## src/rtl/hw1_2_equiv_sequencer.sv

```systemverilog
// Sweeps every NUM_IN-bit code into two function blocks and compares f_a against f_b.
// Optional build macro HW1_2_STOP_ON_FAIL_EN ends the sweep at the first mismatch.
module hw1_2_equiv_sequencer #(
    parameter int NUM_IN     = 4,
    parameter int SETTLE_CYC = 1,
    parameter int CNT_W      = 8
) (
    input  logic              clk,
    input  logic              rst_n,
    input  logic              start,
    input  logic              abort,
    output logic [NUM_IN-1:0] vec_out,
    input  logic              f_a,
    input  logic              f_b,
    output logic              busy,
    output logic              done,
    output logic              pass,
    output logic [CNT_W-1:0]  mismatch_cnt,
    output logic              first_fail_valid,
    output logic [NUM_IN-1:0] first_fail_vec
);
    localparam int             SCW         = (SETTLE_CYC > 0) ? $clog2(SETTLE_CYC + 1) : 1;
    localparam logic [SCW-1:0] SETTLE_LOAD = SCW'(SETTLE_CYC);

    typedef enum logic [1:0] {ST_IDLE, ST_SETTLE, ST_SAMPLE, ST_DONE} state_t;

    state_t            r_state;
    state_t            w_next_state;
    logic [NUM_IN-1:0] r_vec;
    logic [NUM_IN-1:0] r_ff_vec;
    logic [SCW-1:0]    r_settle_cnt;
    logic [CNT_W-1:0]  r_mis_cnt;
    logic              r_ff_valid;
    logic              w_accept;
    logic              w_advance;
    logic              w_mismatch;
    logic              w_last;
    logic              w_stop;

    // Abort suppresses the compare so the counters hold on the aborting edge.
    assign w_mismatch = (r_state == ST_SAMPLE) && !abort && (f_a ^ f_b);
    assign w_last     = (r_vec == '1);

`ifdef HW1_2_STOP_ON_FAIL_EN
    assign w_stop = w_mismatch;
`else
    assign w_stop = 1'b0;
`endif

    always_ff @(posedge clk or negedge rst_n) begin
        if (!rst_n) begin
            r_state <= ST_IDLE;
        end else begin
            r_state <= w_next_state;
        end
    end

    always_comb begin
        w_next_state = r_state;
        w_accept     = 1'b0;
        w_advance    = 1'b0;
        if (abort) begin
            w_next_state = ST_IDLE;
        end else begin
            case (r_state)
                ST_IDLE, ST_DONE: begin
                    if (start) begin
                        w_accept     = 1'b1;
                        w_next_state = ST_SETTLE;
                    end
                end
                ST_SETTLE: begin
                    if (r_settle_cnt == '0) begin
                        w_next_state = ST_SAMPLE;
                    end
                end
                ST_SAMPLE: begin
                    if (w_stop || w_last) begin
                        w_next_state = ST_DONE;
                    end else begin
                        w_next_state = ST_SETTLE;
                        w_advance    = 1'b1;
                    end
                end
                default: w_next_state = ST_IDLE;
            endcase
        end
    end

    always_ff @(posedge clk or negedge rst_n) begin
        if (!rst_n) begin
            r_vec        <= '0;
            r_ff_vec     <= '0;
            r_settle_cnt <= '0;
            r_mis_cnt    <= '0;
            r_ff_valid   <= 1'b0;
        end else if (w_accept) begin
            r_vec        <= '0;
            r_settle_cnt <= SETTLE_LOAD;
            r_mis_cnt    <= '0;
            r_ff_valid   <= 1'b0;
        end else begin
            if ((r_state == ST_SETTLE) && !abort && (r_settle_cnt != '0)) begin
                r_settle_cnt <= r_settle_cnt - SCW'(1);
            end
            if (w_mismatch) begin
                if (r_mis_cnt != '1) begin
                    r_mis_cnt <= r_mis_cnt + CNT_W'(1);
                end
                if (!r_ff_valid) begin
                    r_ff_valid <= 1'b1;
                    r_ff_vec   <= r_vec;
                end
            end
            if (w_advance) begin
                r_vec        <= r_vec + NUM_IN'(1);
                r_settle_cnt <= SETTLE_LOAD;
            end
        end
    end

    assign vec_out          = r_vec;
    assign busy             = (r_state == ST_SETTLE) || (r_state == ST_SAMPLE);
    assign done             = (r_state == ST_DONE);
    assign pass             = done && (r_mis_cnt == '0);
    assign mismatch_cnt     = r_mis_cnt;
    assign first_fail_valid = r_ff_valid;
    assign first_fail_vec   = r_ff_vec;

endmodule

```

## config.mk

```make
export PLATFORM = sky130hd
export DESIGN_NAME = hw1_2_equiv_sequencer
export DESIGN_NICKNAME = d
export VERILOG_FILES = /design/src/rtl/hw1_2_equiv_sequencer.sv
export SDC_FILE = /design/constraint.sdc
export NUM_CORES = 1
export LEC_CHECK = 0
export ABC_AREA = 1
export CAP_MARGIN = 20
export CORE_MARGIN = 2
export CORE_UTILIZATION = 45
export CTS_CLUSTER_SIZE = 14
export DETAILED_ROUTE_END_ITERATION = 7
export PLACE_DENSITY_LB_ADDON = 0.3
export SYNTH_ARGS = -nofsm -noshare
export SYNTH_HDL_FRONTEND = slang
export SYNTH_SLANG_ARGS = --single-unit
```

## constraint.sdc

```tcl
create_clock -name clk -period 2.5 [get_ports clk]
set_clock_uncertainty 0.1 [all_clocks]
set_input_delay 0.625 -clock clk [delete_from_list [all_inputs] [get_ports clk]]
set_output_delay 0.625 -clock clk [all_outputs]
set_load 0.01 [all_outputs]
```

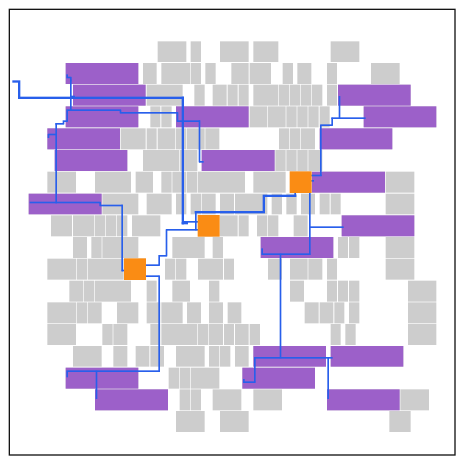
Figure 1: clock distribution.
(8 px per um)
[purple] flip-flops | count: 20
[blue] clock wires | length: 239 um
[orange] clock drivers | count: 3
routed clock nets	4
flops lie	widely spread
clock latency on the worst-skew pair: 0.30 ns
clock group power: 0.149 mW
fraction of power consumed by the clock network: 14.2%

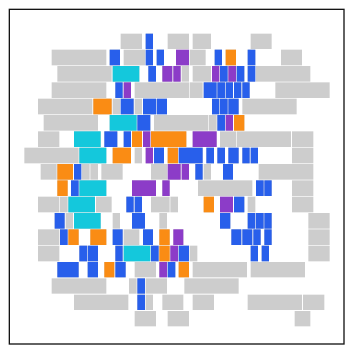
Figure 2: logic cells by family.
(6 px per um)
color	family	cells	most used
purple	nor cells	18	nor2_1
cyan	fa/ha/maj cells	8	ha_1
orange	aoi and oai cells	16	o21ai_0
blue	nand cells	68	nand2_1
multi-input gate share of total cell area: 40.9%
most common cell after layout, fill and taps aside: nand2_1
number of cells in the finished layout apart from fillers: 212

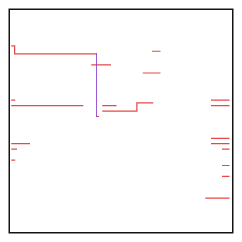
Figure 3: signal wires by layer.
(4 px per um) Only two layers are drawn.
color	layer	wire length
red	metal 3	104 um
purple	metal 4	15.6 um
final WL: 2450 um
post-detailed-route wirelength per cell: 11.6 um

synth_stat cells (4+ instances only):
cell type / instances
dfrtp_1: 20
nand4_1: 4
inv_1: 15
a21oi_1: 5
nand3_1: 17
ha_1: 8
nand2_1: 43
nor2_1: 11
o21ai_0: 6
per-stage QoR:
step,util [%],std cells
3_3_place_gp,60.0,208
5_1_grt,61.2,212
2_1_floorplan,-,151
4_1_cts,61.2,212
6_report,61.2,212
3_5_place_dp,60.0,208
logic make-up after synthesis:
| group | after synthesis | synth area share (%) |
|---|---|---|
| adder cells (fa/ha/maj) | 8 | 8.38 |
| XOR/XNOR | 2 | 1.47 |
| buffers and inverters | 18 | 5.76 |
| AND/OR/NAND/NOR | 87 | 33.8 |
| flip-flops | 20 | 41.9 |
| AND-OR/OR-AND | 16 | 8.69 |
worst paths after layout:
path	from	endpoint	cells past startpoint
max in group asynchronous	rst_n	first_fail_vec[0]	2
setup / recovery	r_state[1]	busy	3
hold / removal	first_fail_vec[2]	first_fail_vec[2]	2
setup reg to reg	r_state[1]	first_fail_vec[0]	7
min in group asynchronous	rst_n	vec_out[1]	2
hold reg to reg	first_fail_vec[2]	first_fail_vec[2]	2
power groups by stage:
| stage | registers, mW | clock network, mW | logic (mW) |
|---|---|---|---|
| 2_1_floorplan | 0.472 | 0 | 0.231 |
| 3_3_place_gp | 0.458 | 0 | 0.427 |
| 3_5_place_dp | 0.465 | 0 | 0.432 |
| 4_1_cts | 0.451 | 0.155 | 0.452 |
| 5_1_grt | 0.464 | 0.169 | 0.497 |
| 6_report | 0.453 | 0.149 | 0.447 |
critical path: stages, from the launching register on:
cell	delay, ns
dfrtp_1	0.44
ha_1	0.33
inv_1	0.08
clkdlybuf4s50_1	0.53
==> datasheet_impl.txt <==
Characteristics after synthesis and place and route

Parameter                              Value

Timing
  Minimum clock period after layout    2.41 ns
  Ratio of final minimum period to clock period    96.5%
  Final worst slack    0.0872 ns
  Slew of the pin with the lowest slew margin    0.379 ns
  RSZ-0062 raised after global routing    false
  Max-slew violations    0
  Worst max-slew margin expressed relative to the limit    74.5%
  WHS    0.384 ns
  Sum of negative setup slack    0 ns
  Final hold violation count    0

Yosys
  Syn nets    165
  Synth Warn #    0
  Number of distinct library cells after synthesis    24
  Flip-flops with a built-in enable    0
  Post-synth area from yosys stat    0.00119 sq mm
  Biggest area cells    dfrtp_1 (42%), nand2_1 (14%), ha_1 (8.4%), nand3_1 (7.1%), inv_1 (4.7%)
  Combined area of all synthesized cells    0.00119 sq mm
  Syn Inst Count    151
  Cell taking the most area after synthesis    dfrtp_1
  Count of instantiated cells in the yosys netlist    151
  Flops & latches, synth    20
  Share of async-settable or async-resettable flops after synthesis    100%
  Top cell area share    41.9%

Finish
  Clock tree buffer count of the final layout    3
  Area growth from synthesis to layout    28.0%
  Number of inverters outside the clock class in the layout    17
  Multi-input combinational gate total    113
  Dominant kind of cell by area    multi-input combinational cells
  Fin area    0.00153 sq mm
  # nets final    198
  Fillers    226
  Sequential cell area in the final layout    500 sq um
  Non-clock buffers, area share    18.2%
  Comb gate area    626 sq um
  Non-clock buffers    29
  Flip-flop count of the largest register after layout    8
  Flip-flop and latch share of the layout cell area    32.7%
  Flops    20

Floorplanning
  Die x size    55.5 um
  Floorplan-stage core utilization    47.8%
  Std-Cell Core Area    0.00250 sq mm
  Number of cell rows    18
  Number of tapcells    30
  Die height    55.5 um
  Die area    0.00308 sq mm

Critical path
  Required time of the worst setup path    1.77 ns
  Critical path arrival    1.69 ns
  Slack of the worst reg-to-reg path    0.80 ns
  Largest fanout on the critical path    5
  Startpoint-to-endpoint class of the critical path    reg2out

Detailed routing
  Met2 Wirelength    1170 um
  Vias per inst    5.15
  Number of routed nets with antenna violations    0
  Met3 layer wire length in the routed design    104 um
  Post-detailed-route DRC marker count    0
  Vias    1091
  Violation count after the first detailed-route iteration    29
  Highest routing layer actually used    met4

Clock network
  Number of buffers created by CTS    3
  TritonCTS clock tree    built
  Buffers from clock root to sink, at most    2
  Sink Count    20
  Clock tree root buffer cell    clkbuf_4
  CTS HTree Levels    1
  Clock-pin transition on the worst setup and hold timing paths    0.11 ns
  Post-cts sizing count    1

Pwr
  Combinational share of power    42.6%
  Net switching power of the design    0.394 mW
  Register share of total power    43.2%
  Peak supply drop    0.432 mV
  Sw Share    37.5%
  Cell Int Power    0.655 mW
  Total power    1.05 mW

GRT
  Via count of the first global-routing pass    941
  GRT Residual Overflow    0
  GR peak layer    met2
  GR met2 Demand/Resource    27.7%
  Largest net degree at the start of global routing    21
  First-pass GRT wire length    4060 um
  Number of antenna violations at the first check in global routing    0
  Met1 GRT Util    21.0%
  Met3 layer usage reported by global route    4.68%
  All-Layer GR Usage    16.4%

Placement
  Number of port buffers    25
  Routability congestion estimate    0.848
  Post-detailed-placement cell area    0.00150 sq mm

Job
  MaxCap Viol Count    0
  OpenROAD warning count    31

Outcome
  Result of the run    finished, final reports clean

Hold path
  Hold crit path type    reg2reg
Power figures rest on the tool's default switching activity, not on a simulated workload.
